run_1/cell_classes.png
The bar under the picture is 50 microns long.
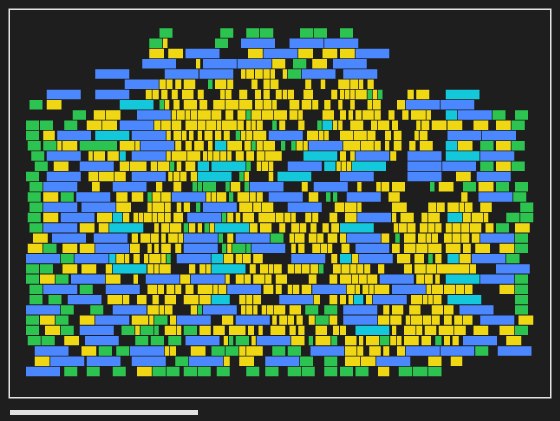
run_1/final_clocks.png
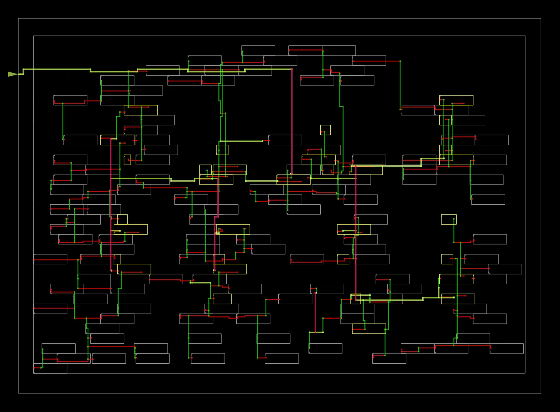
run_1/met1.png
Supply wires on this layer in grey. Cells faint in the background.
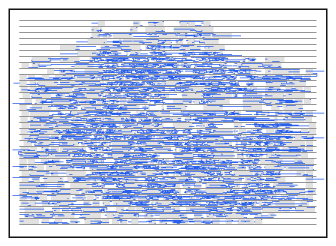
--- src/rtl/adc_capture_pkg.sv ---
// Shared types and constants for the ADC arm/trigger/capture controller.
package adc_capture_pkg;

  typedef enum logic [2:0] {
    ST_IDLE          = 3'd0,
    ST_WAIT_INACTIVE = 3'd1,
    ST_ARMED         = 3'd2,
    ST_DELAY         = 3'd3,
    ST_CAPTURE       = 3'd4
  } state_e;

  localparam logic [1:0] TRIG_LOW  = 2'b00;
  localparam logic [1:0] TRIG_HIGH = 2'b01;
  localparam logic [1:0] TRIG_FALL = 2'b10;
  localparam logic [1:0] TRIG_RISE = 2'b11;

  function automatic logic is_level_mode(input logic [1:0] mode);
    return (mode == TRIG_LOW) || (mode == TRIG_HIGH);
  endfunction

endpackage

--- src/rtl/adc_capture_ctrl_trig_detect.sv ---
// Trigger qualifier: keeps the previous-cycle trigger and derives the hit and
// active flags for the selected mode.
module trig_detect
  import adc_capture_pkg::*;
(
  input  logic       clk_i,
  input  logic       reset_i,
  input  logic       trig_i,
  input  logic [1:0] mode_i,
  output logic       hit_o,
  output logic       active_o
);

  logic trig_q;

  // previous-cycle trigger, updated in every state
  always_ff @(posedge clk_i or posedge reset_i) begin
    if (reset_i) begin
      trig_q <= 1'b0;
    end else begin
      trig_q <= trig_i;
    end
  end

  // hit/active decode per trigger mode
  always_comb begin
    hit_o    = 1'b0;
    active_o = 1'b0;
    case (mode_i)
      TRIG_LOW: begin
        hit_o    = ~trig_i;
        active_o = ~trig_i;
      end
      TRIG_HIGH: begin
        hit_o    = trig_i;
        active_o = trig_i;
      end
      TRIG_FALL: begin
        hit_o    = trig_q & ~trig_i;
        active_o = ~trig_i;
      end
      TRIG_RISE: begin
        hit_o    = ~trig_q & trig_i;
        active_o = trig_i;
      end
      default: begin
        hit_o    = 1'b0;
        active_o = 1'b0;
      end
    endcase
  end

endmodule

--- src/rtl/adc_capture_ctrl.sv ---
// Arm/trigger/capture controller in the ADC sample clock domain: trigger modes,
// post-trigger delay, bounded capture length, decimation and overflow report.
module adc_capture_ctrl
  import adc_capture_pkg::*;
#(
  parameter int DATA_W = 10,
  parameter int LEN_W  = 24,
  parameter int DLY_W  = 16,
  parameter int DEC_W  = 8
) (
  input  logic              clk_i,
  input  logic              reset_i,
  input  logic [DATA_W-1:0] adc_data_i,
  input  logic              adc_or_i,
  input  logic              trig_i,
  input  logic [1:0]        trig_mode_i,
  input  logic              trig_wait_i,
  input  logic              arm_i,
  input  logic              abort_i,
  input  logic [DLY_W-1:0]  trig_delay_i,
  input  logic [LEN_W-1:0]  capture_len_i,
  input  logic [DEC_W-1:0]  decimate_i,
  input  logic              fifo_full_i,
  output logic              fifo_wr_en_o,
  output logic [DATA_W:0]   fifo_din_o,
  output logic              armed_o,
  output logic              capturing_o,
  output logic              done_o,
  output logic              overflow_o,
  output logic [LEN_W-1:0]  sample_count_o,
  output logic [2:0]        state_o
);

  state_e             state_q, state_d;
  logic [1:0]         mode_q, mode_d;
  logic               wait_q, wait_d;
  logic [DLY_W-1:0]   dly_q, dly_d;
  logic [LEN_W-1:0]   len_q, len_d;
  logic [DEC_W-1:0]   dec_q, dec_d;
  logic [DLY_W-1:0]   dly_cnt_q, dly_cnt_d;
  logic [DEC_W-1:0]   dec_cnt_q, dec_cnt_d;
  logic [LEN_W-1:0]   cnt_q, cnt_d;
  logic               ovf_q, ovf_d;
  logic               wr_q, wr_d;
  logic [DATA_W:0]    din_q, din_d;
  logic               done_q, done_d;
  logic               armed_q, armed_d;
  logic               capt_q, capt_d;

  logic [1:0]         mode_sel_s;
  logic               hit_s;
  logic               active_s;
  logic               slot_s;

  // Before arming the live mode decides the wait; afterwards the shadow copy rules.
  always_comb begin
    if (state_q == ST_IDLE) begin
      mode_sel_s = trig_mode_i;
    end else begin
      mode_sel_s = mode_q;
    end
  end

  trig_detect u_trig_detect (
    .clk_i    (clk_i),
    .reset_i  (reset_i),
    .trig_i   (trig_i),
    .mode_i   (mode_sel_s),
    .hit_o    (hit_s),
    .active_o (active_s)
  );

  // next-state, counters and registered output values
  always_comb begin
    state_d   = state_q;
    mode_d    = mode_q;
    wait_d    = wait_q;
    dly_d     = dly_q;
    len_d     = len_q;
    dec_d     = dec_q;
    dly_cnt_d = dly_cnt_q;
    dec_cnt_d = dec_cnt_q;
    cnt_d     = cnt_q;
    ovf_d     = ovf_q;
    wr_d      = 1'b0;
    din_d     = din_q;
    done_d    = 1'b0;
    slot_s    = 1'b0;

    if (abort_i) begin
      state_d = ST_IDLE;
    end else begin
      case (state_q)
        ST_IDLE: begin
          if (arm_i) begin
            mode_d = trig_mode_i;
            wait_d = trig_wait_i;
            dly_d  = trig_delay_i;
            len_d  = capture_len_i;
            dec_d  = decimate_i;
            cnt_d  = {LEN_W{1'b0}};
            ovf_d  = 1'b0;
            if (is_level_mode(trig_mode_i) && trig_wait_i && active_s) begin
              state_d = ST_WAIT_INACTIVE;
            end else begin
              state_d = ST_ARMED;
            end
          end else begin
            state_d = ST_IDLE;
          end
        end
        ST_WAIT_INACTIVE: begin
          if (!active_s || !wait_q) begin
            state_d = ST_ARMED;
          end else begin
            state_d = ST_WAIT_INACTIVE;
          end
        end
        ST_ARMED: begin
          if (hit_s) begin
            if (dly_q == {DLY_W{1'b0}}) begin
              slot_s = 1'b1;
            end else begin
              dly_cnt_d = dly_q - DLY_W'(1);
              state_d   = ST_DELAY;
            end
          end else begin
            state_d = ST_ARMED;
          end
        end
        ST_DELAY: begin
          if (dly_cnt_q == {DLY_W{1'b0}}) begin
            slot_s = 1'b1;
          end else begin
            dly_cnt_d = dly_cnt_q - DLY_W'(1);
          end
        end
        ST_CAPTURE: begin
          if (dec_cnt_q == {DEC_W{1'b0}}) begin
            slot_s = 1'b1;
          end else begin
            dec_cnt_d = dec_cnt_q - DEC_W'(1);
          end
        end
        default: begin
          state_d = ST_IDLE;
        end
      endcase

      // A sample slot either takes a sample or, for a zero length, just completes.
      if (slot_s) begin
        if (len_q == {LEN_W{1'b0}}) begin
          done_d  = 1'b1;
          state_d = ST_IDLE;
        end else begin
          wr_d      = ~fifo_full_i;
          din_d     = {adc_or_i, adc_data_i};
          ovf_d     = ovf_q | fifo_full_i;
          cnt_d     = cnt_q + LEN_W'(1);
          dec_cnt_d = dec_q;
          if (cnt_q == len_q - LEN_W'(1)) begin
            done_d  = 1'b1;
            state_d = ST_IDLE;
          end else begin
            state_d = ST_CAPTURE;
          end
        end
      end else begin
        slot_s = 1'b0;
      end
    end

    armed_d = (state_d == ST_WAIT_INACTIVE) || (state_d == ST_ARMED);
    capt_d  = (state_d == ST_DELAY) || (state_d == ST_CAPTURE);
  end

  // state, shadow configuration, counters and output registers
  always_ff @(posedge clk_i or posedge reset_i) begin
    if (reset_i) begin
      state_q   <= ST_IDLE;
      mode_q    <= 2'b00;
      wait_q    <= 1'b0;
      dly_q     <= {DLY_W{1'b0}};
      len_q     <= {LEN_W{1'b0}};
      dec_q     <= {DEC_W{1'b0}};
      dly_cnt_q <= {DLY_W{1'b0}};
      dec_cnt_q <= {DEC_W{1'b0}};
      cnt_q     <= {LEN_W{1'b0}};
      ovf_q     <= 1'b0;
      wr_q      <= 1'b0;
      din_q     <= {(DATA_W+1){1'b0}};
      done_q    <= 1'b0;
      armed_q   <= 1'b0;
      capt_q    <= 1'b0;
    end else begin
      state_q   <= state_d;
      mode_q    <= mode_d;
      wait_q    <= wait_d;
      dly_q     <= dly_d;
      len_q     <= len_d;
      dec_q     <= dec_d;
      dly_cnt_q <= dly_cnt_d;
      dec_cnt_q <= dec_cnt_d;
      cnt_q     <= cnt_d;
      ovf_q     <= ovf_d;
      wr_q      <= wr_d;
      din_q     <= din_d;
      done_q    <= done_d;
      armed_q   <= armed_d;
      capt_q    <= capt_d;
    end
  end

  assign fifo_wr_en_o   = wr_q;
  assign fifo_din_o     = din_q;
  assign armed_o        = armed_q;
  assign capturing_o    = capt_q;
  assign done_o         = done_q;
  assign overflow_o     = ovf_q;
  assign sample_count_o = cnt_q;
  assign state_o        = state_q;

endmodule

--- config.mk ---
export PLATFORM = sky130hd
export DESIGN_NAME = adc_capture_ctrl
export DESIGN_NICKNAME = d
export VERILOG_FILES = /design/src/rtl/adc_capture_pkg.sv /design/src/rtl/adc_capture_ctrl_trig_detect.sv /design/src/rtl/adc_capture_ctrl.sv
export SDC_FILE = /design/constraint.sdc
export NUM_CORES = 1
export LEC_CHECK = 0
export CORE_ASPECT_RATIO = 0.7
export CORE_MARGIN = 4
export CORE_UTILIZATION = 54
export CTS_CLUSTER_DIAMETER = 200
export CTS_CLUSTER_SIZE = 25
export DETAILED_ROUTE_END_ITERATION = 12
export GPL_TIMING_DRIVEN = 0
export PLACE_DENSITY = 0.88
export SLEW_MARGIN = 10
export SYNTH_ARGS = -nofsm -noshare
export SYNTH_HDL_FRONTEND = slang
export SYNTH_HIERARCHICAL = 1
export SYNTH_SLANG_ARGS = --single-unit
export TNS_END_PERCENT = 10
--- constraint.sdc ---
create_clock -name clk_i -period 8.9 [get_ports clk_i]
set_clock_uncertainty 0.1 [all_clocks]
set_input_delay 1.78 -clock clk_i [delete_from_list [all_inputs] [get_ports clk_i]]
set_output_delay 1.78 -clock clk_i [all_outputs]
set_load 0.05 [all_outputs]
==> Implementation_results.wiki, run 1 <==
=== Physical design figures ===
{| class="wikitable"
! Metric !! Value
|-
| Final Max-Slew Violation Tally || 0
|-
| Met1 routed wirelength after detailed routing || 8640 microns
|-
| Final setup violation count || 0
|-
| NonClk Buf Share || 14.8%
|-
| Synth Net Count || 796
|-
| Yosys stat area || 6910 sq um
|-
| PnR worst setup slack || 3900 ps
|-
| Number of instances in the synthesized netlist || 723
|-
| Wire length of the first global-routing pass || 31600 microns
|-
| Type of the tightest min-delay check || flop to flop
|-
| Reg2Reg Launch Point || state_o[2]
|-
| Total Die Area || 14700 sq um
|-
| Synth Seq Share || 43.1%
|-
| Clk root buf || clkbuf_16
|-
| Global-route track usage on met1 || 38.1%
|-
| Switching power of the nets || 634 uW
|-
| Total negative slack for setup checks || 0 ps
|-
| Biggest cell delay along the critical path || 520 ps
|-
| Vias per Instance || 6.32
|-
| Vertical die dimension || 103 microns
|-
| Category of the most critical setup path || input pin to flop
|-
| Top cells by area, synth || dfrtp_1 43%, mux2_2 11%, o21ai_0 3.7%, nor2_1 3.1%, nand2_1 2.7%
|-
| Result of the run || finished clean
|-
| LEAKAGE || 3.51 nW
|-
| Well-tap cell count || 162
|-
| Number of warning messages in the logs || 27
|-
| Antenna Diode Count || 0
|-
| Cell area after layout || 8800 sq um
|-
| Clock-cell share of area || 6.28%
|-
| Leading cell type by number of instances after synthesis || dfrtp_1
|-
| Setup repair after global routing missed its margin || no
|-
| Vias in the first global route || 6135
|-
| Leading cell category by total area || combinational gates
|-
| Endpoint of the worst setup timing path || dec_cnt_q[4]
|-
| Synthesized cell area || 6910 sq um
|-
| H-Tree Level Count || 4
|-
| Fillers || 927
|-
| Most frequent cells in the layout || 119 x dfrtp_1, 110 x clkdlybuf4s50_1, 69 x mux2_2
|-
| Number of placement rows || 34
|-
| Fraction of standard cell area in multi-input logic || 42.2%
|-
| Fraction of layout cells with a size suffix above 1 || 13.6%
|-
| Later-pin clock latency in the skew report || 420 ps
|-
| Horizontal extent of the die || 143 microns
|-
| XOR/XNOR Area Share || 4.90%
|-
| Clock share of power || 34.4%
|-
| Overall overflow remaining after global route || 0
|-
| Initial core utilization || 55.5%
|-
| Synthesis-to-layout area growth || 27.3%
|-
| WP depth || 12
|-
| Complex-gate fraction of the synthesized area || 14.3%
|-
| Area occupied by registers || 2980 sq um
|-
| Worst reg-to-reg path cell count || 11
|-
| Final Hold Slack || 407 ps
|-
| Number of synthesized flops with an enable pin || 0
|-
| Most crowded layer after global routing || met2
|-
| Wire length on met3 || 2080 microns
|-
| Internal power of the cells || 1.24 mW
|-
| Final estimated routing congestion in global placement || 0.887
|-
| CP Data Required Time || 9060 ps
|-
| Sequential power || 783 uW
|-
| Relative contribution of combinational cells to total power || 23.9%
|-
| Setup crit start || trig_mode_i[1]
|-
| Group drawing the most power || sequential cells
|-
| Number of buffer cells added on primary ports || 110
|-
| Yosys warning total || 6
|-
| Rel. slew slack || 22.5%
|-
| FMAX || 0.200 GHz
|-
| Violation count after the first detailed-route iteration || 857
|-
| Multiplexer area fraction after synthesis || 13.6%
|-
| Number of top-level pins || 111
|-
| Pre-Repair DR Iteration Count || 7
|-
| Logic power comb || 449 uW
|-
| Seq Cell Count || 119
|-
| Crit Reg-Reg Endpoint || dly_cnt_q[14]
|}
About cell_classes.png:
Key: cyan = clock drivers and dummy loads [cells 32]; green = other buffers and delay cells [cells 153]; blue = flops [cells 119]; yellow = all other logic [cells 562]

About final_clocks.png:
clock network power: 645 uW
clock buffer instance count of the final layout: 18
CTS buffer count: 17

About met1.png:
The layer holds 44% of the routed length. The longest straight run is 35.9 microns.

==> run 1 -> run 2 <==
--- a/config.mk
+++ b/config.mk
@@ -7,12 +7,12 @@
 export LEC_CHECK = 0
 export CORE_ASPECT_RATIO = 0.7
 export CORE_MARGIN = 4
-export CORE_UTILIZATION = 54
+export CORE_UTILIZATION = 49
 export CTS_CLUSTER_DIAMETER = 200
 export CTS_CLUSTER_SIZE = 25
 export DETAILED_ROUTE_END_ITERATION = 12
 export GPL_TIMING_DRIVEN = 0
-export PLACE_DENSITY = 0.88
+export PLACE_DENSITY = 0.85
 export SLEW_MARGIN = 10
 export SYNTH_ARGS = -nofsm -noshare
 export SYNTH_HDL_FRONTEND = slang
==> constraint.sdc (replaced) <==
create_clock -name clk_i -period 4.6 [get_ports clk_i]
set_clock_uncertainty 0.1 [all_clocks]
set_input_delay 0.92 -clock clk_i [delete_from_list [all_inputs] [get_ports clk_i]]
set_output_delay 0.92 -clock clk_i [all_outputs]
set_load 0.05 [all_outputs]
run_2/cell_classes.png
The bar under the picture is 50 microns long.
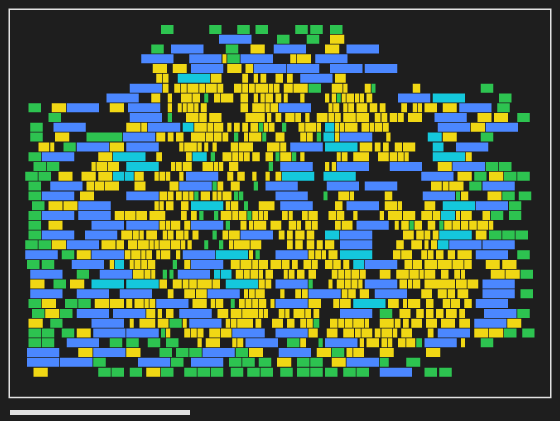
Key: blue = flops [cells 119]; yellow = all other logic [cells 562]; cyan = clock drivers and dummy loads [cells 32]; green = other buffers and delay cells [cells 153]
final standard cell utilization of the core: 63.8%
number of placement rows: 36
placeable core area: 13900 sq um

==> Implementation_results.wiki, run 2 <==
=== Physical design figures ===
{| class="wikitable"
! Metric !! Value
|-
| Clock-cell share of area || 6.32% (was 6.28%)
|-
| Number of warning messages in the logs || 28 (was 27)
|-
| Logic power comb || 854 uW (was 449 uW)
|-
| Clock buffer instance count of the final layout || 17 (was 18)
|-
| Synthesized cell area || 6910 sq um (unchanged)
|-
| Fraction of layout cells with a size suffix above 1 || 13.7% (was 13.6%)
|-
| Number of buffer cells added on primary ports || 110 (unchanged)
|-
| Complex-gate fraction of the synthesized area || 14.3% (unchanged)
|-
| Yosys warning total || 6 (unchanged)
|-
| Setup crit start || state_o[2] (was trig_mode_i[1])
|-
| H-Tree Level Count || 4 (unchanged)
|-
| Synthesis-to-layout area growth || 28.0% (was 27.3%)
|-
| WP depth || 11 (was 12)
|-
| CTS buffer count || 17 (unchanged)
|-
| Leading cell type by number of instances after synthesis || dfrtp_1 (unchanged)
|-
| Number of top-level pins || 111 (unchanged)
|-
| Switching power of the nets || 1.23 mW (was 634 uW)
|-
| CP Data Required Time || 4770 ps (was 9060 ps)
|-
| Vias in the first global route || 5977 (was 6135)
|-
| PnR worst setup slack || 185 ps (was 3900 ps)
|-
| Type of the tightest min-delay check || flop to flop (unchanged)
|-
| Sequential power || 1.52 mW (was 783 uW)
|-
| Clk root buf || clkbuf_16 (unchanged)
|-
| Fraction of standard cell area in multi-input logic || 42.1% (was 42.2%)
|-
| Rel. slew slack || 27.0% (was 22.5%)
|-
| Met1 routed wirelength after detailed routing || 8730 microns (was 8640 microns)
|-
| Number of instances in the synthesized netlist || 723 (unchanged)
|-
| Most frequent cells in the layout || 119 x dfrtp_1, 110 x clkdlybuf4s50_1, 69 x mux2_2 (unchanged)
|-
| Synth Seq Share || 43.1% (unchanged)
|-
| Final Max-Slew Violation Tally || 0 (unchanged)
|-
| Synth Net Count || 796 (unchanged)
|-
| Wire length of the first global-routing pass || 30600 microns (was 31600 microns)
|-
| Total Die Area || 16100 sq um (was 14700 sq um)
|-
| Antenna Diode Count || 0 (unchanged)
|-
| Well-tap cell count || 190 (was 162)
|-
| Most crowded layer after global routing || met1 (was met2)
|-
| Final setup violation count || 0 (unchanged)
|-
| Horizontal extent of the die || 150 microns (was 143 microns)
|-
| Seq Cell Count || 119 (unchanged)
|-
| FMAX || 0.226 GHz
|-
| Final estimated routing congestion in global placement || 0.959 (was 0.887)
|-
| Cell area after layout || 8850 sq um (was 8800 sq um)
|-
| Pre-Repair DR Iteration Count || 6 (was 7)
|-
| Initial core utilization || 49.8% (was 55.5%)
|-
| Vertical die dimension || 107 microns (was 103 microns)
|-
| Setup repair after global routing missed its margin || yes (was no)
|-
| NonClk Buf Share || 14.7% (was 14.8%)
|-
| Fillers || 1158 (was 927)
|-
| Vias per Instance || 6.01 (was 6.32)
|-
| Result of the run || finished clean (unchanged)
|-
| Internal power of the cells || 2.40 mW (was 1.24 mW)
|-
| Yosys stat area || 6910 sq um (unchanged)
|-
| Global-route track usage on met1 || 35.2% (was 38.1%)
|}
run_2/clock_map.png
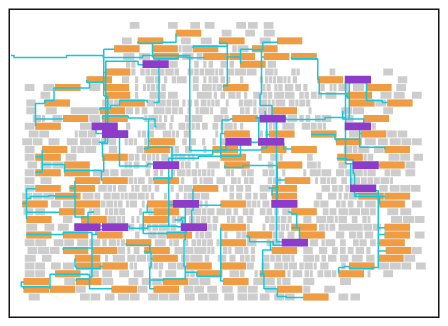
Key: purple = cells driving clock nets [count 17]; cyan = clock wires [length 1610 microns]; orange = flip-flops [count 119]
Position of the flops: all over the die.
later-pin clock latency in the skew report: 420 ps
clock share of power: 34.8%
clock network power: 1.26 mW

Power figures rest on the tool's default switching activity, not on a simulated workload.
